### The metal 3 layer

Scale bar: 20 microns.
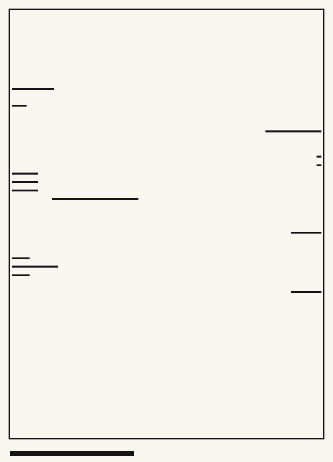
### Where the registers sit

Scale bar: 20 microns.
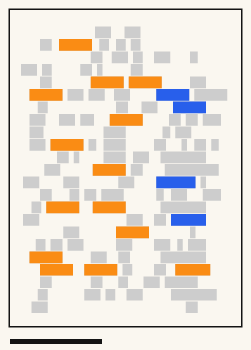
### Cell outlines without signal wires

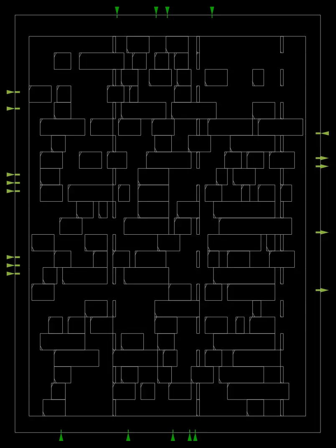
### Placement density heat map

The die is cut into 5 by 7 equal tiles; white is low, dark blue is high, 0 to 100% covered.
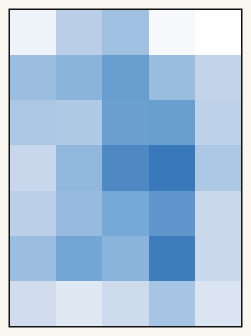
### Cell classes on the final placement

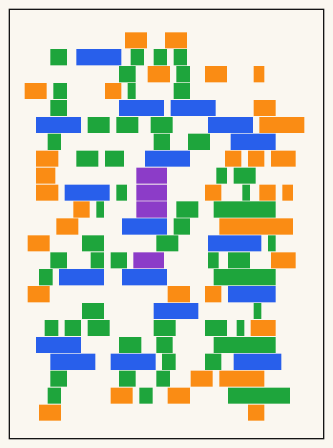
==> config.mk <==
export PLATFORM = sky130hd
export DESIGN_NAME = crc_serial_div
export DESIGN_NICKNAME = d
export VERILOG_FILES = /design/src/rtl/crc_serial_div.sv
export SDC_FILE = /design/constraint.sdc
export NUM_CORES = 1
export LEC_CHECK = 0
export CELL_PAD_IN_SITES_DETAIL_PLACEMENT = 1
export CELL_PAD_IN_SITES_GLOBAL_PLACEMENT = 2
export CORE_ASPECT_RATIO = 1.4
export CORE_MARGIN = 2
export CORE_UTILIZATION = 28
export DETAILED_ROUTE_END_ITERATION = 10
export GPL_ROUTABILITY_DRIVEN = 0
export PLACE_DENSITY_LB_ADDON = 0.1
export SYNTH_ARGS = -nofsm -noshare
export SYNTH_HDL_FRONTEND = slang
export SYNTH_SLANG_ARGS = --single-unit
==> constraint.sdc <==
create_clock -name clk -period 1.15 [get_ports clk]
set_clock_uncertainty 0.1 [all_clocks]
set_input_delay 0.23 -clock clk [delete_from_list [all_inputs] [get_ports clk]]
set_output_delay 0.23 -clock clk [all_outputs]
set_load 0.02 [all_outputs]
==> Slide: Implementation Results <==
Flow Results at a Glance

Clock network
  – CTS Buf Count: 3
  – CTS max path bufs: 2
  – CTS tree: done

Die
  – # IOs: 22

Setup path
  – Worst path required time: between 0.8 and 0.9 ns
  – WP data arrival: 0.97 ns
  – Worst setup EP type: primary output

Logic synthesis
  – Synth top area cells: dfxtp_1, mux2i_1, a211oi_1
  – Post-Synth Adder-Cell Area: 0%
  – Mapped Cells: 82
  – XOR/XNOR Area Share: 2.09%
  – Mean Syn Cell Area: 10.2 sq um
  – # Cells Yosys: 82
  – Mapped Area: 840 sq um
  – Post-synth seq share: a little over two fifths
  – Synth Warn #: 0
  – Multiplexer share: 17.9%

Final timing
  – Final setup margin: -0.149 ns
  – # setup viols final: 3
  – Tmin final: 1.30 ns
  – Share of the clock period used by the worst path: 113%
  – Maximum clock rate: 770 MHz
  – Setup TNS: -0.423 ns

Final layout
  – Comb area: between 400 and 500 sq um
  – Share of cells above drive strength 1: 27.3%
  – Final #Nets: 129
  – Antenna Cells: 0

Place
  – Post-Place Cells: 141
  – Hpwl dp: 1350 microns
  – DP Area: 1140 sq um

Pwr
  – Power consumption: 1.48 mW
  – Lkg Pwr: 0.519 nW
  – Worst VDD drop: 0.000608 V
  – PwrDens: 1140 nW/um^2

Routing
  – DR pass1 iterations: 2
  – Number of remaining DRC errors: 0
  – Vias per cell: 4.60
  – DR iter-0 viols: 4

Run status
  – Violated checks: setup timing
  – Status: finished with violations

GRT
  – Remaining global-route overflow: 0

Min path
  – Hold path depth: 3
About 'The metal 3 layer':
longest straight run	13.6 microns
nets with wire on the layer	13
wire length on this layer	64.7 microns
share of all routed wire	3.3%
Post-Route WL: 1990 microns
routed via count: 676
met3 Use GR: 2.37%

About 'Where the registers sit':
colour	netlist name	placed flops
orange	sreg	14
blue	rem	4
Core Util, Final: 45.6%
flop share of the area: 28.2%
FF+latch area: 367 sq um
Seq group: 0.684 mW

About 'Cell outlines without signal wires':
Non-Filler Instances: 147
# Taps: 37
core footprint: 2850 sq um
flip-flops: 18

About 'Placement density heat map':
mean over tiles	36%
densest ninth of the die	centre
emptiest ninth of the die	upper right
fullest tile	71%
nearly empty tiles	2.9%
FP Util: 29.5%

About 'Cell classes on the final placement':
colour	class	cells	share of their area
blue	flip-flops	18	29%
green	all other logic	55	39%
purple	clock drivers and dummy loads	4	4.4%
orange	other buffers and delay cells	33	28%
Rows: 23
Design Area, Final: 1300 sq um

## cell usage after synthesis
cell type and instances:
dfxtp_1 18, mux2i_1 15, a211oi_1 13, nor2b_1 13
buf_2 3, buf_4 3, a2111oi_2 2, inv_1 2
nor2_1 2, nor3_1 2, xnor2_1 2, a21oi_1 1
buf_1 1, buf_6 1, clkbuf_1 1, inv_2 1
nand2_1 1, or3b_1 1
## logic make-up after synthesis
family / Yosys count
mux: 15
xor+xnor: 2
buf+inv: 12
compound gates: 16
flops: 18
simple gates: 19
## metal layers
layer	GRT usage, %	vias to the layer above	routed length, microns
li1	-	345	-
met1	15.6	316	859
met2	22.9	13	1050
met3	2.37	2	64
met4	5.21	0	17
met5	0	-	0
## where the power goes
part	total [mW]	internal [mW]	switching (mW)	leakage (nW)
logic	0.279	0.171	0.108	0.340
clock network	0.513	0.304	0.209	0.0288
registers	0.684	0.660	0.0235	0.150
total	1.48	1.13	0.341	0.519
## cell usage in the layout, fill, tap and decap left out, types with 3 or more instances in the layout
cell and instances:
mux2i_1 15, clkdlybuf4s50_1 15, dfxtp_1 15, nor2b_1 13
a211oi_1 13, buf_4 8, clkbuf_8 4, inv_2 3
buf_6 3
## final cells by class
| cell class | count | share of cell area [%] |
|---|---|---|
| Clock buffer | 4 | 4.24 |
| Timing Repair Buffer | 33 | 26.6 |
| Inverter | 3 | 0.867 |
| Tap cell | 37 | 3.56 |
| Multi-Input combinational cell | 52 | 36.5 |
| Sequential cell | 18 | 28.2 |
## critical path, stage by stage (launching register included)
cell     delay [ns]
dfxtp_4        0.41
xnor2_4        0.13
inv_2          0.05
buf_6          0.12
## what timing repair did
action                                  CTS  global route
hold buffers                              0             0
gates resized                            31             5
gates cloned                              1             0
hold endpoints to repair                  0             0
buffers inserted                          0             1
pin swaps                                 4             1
endpoints found under the setup margin   20             4
Power is estimated from default activity; no workload was simulated.
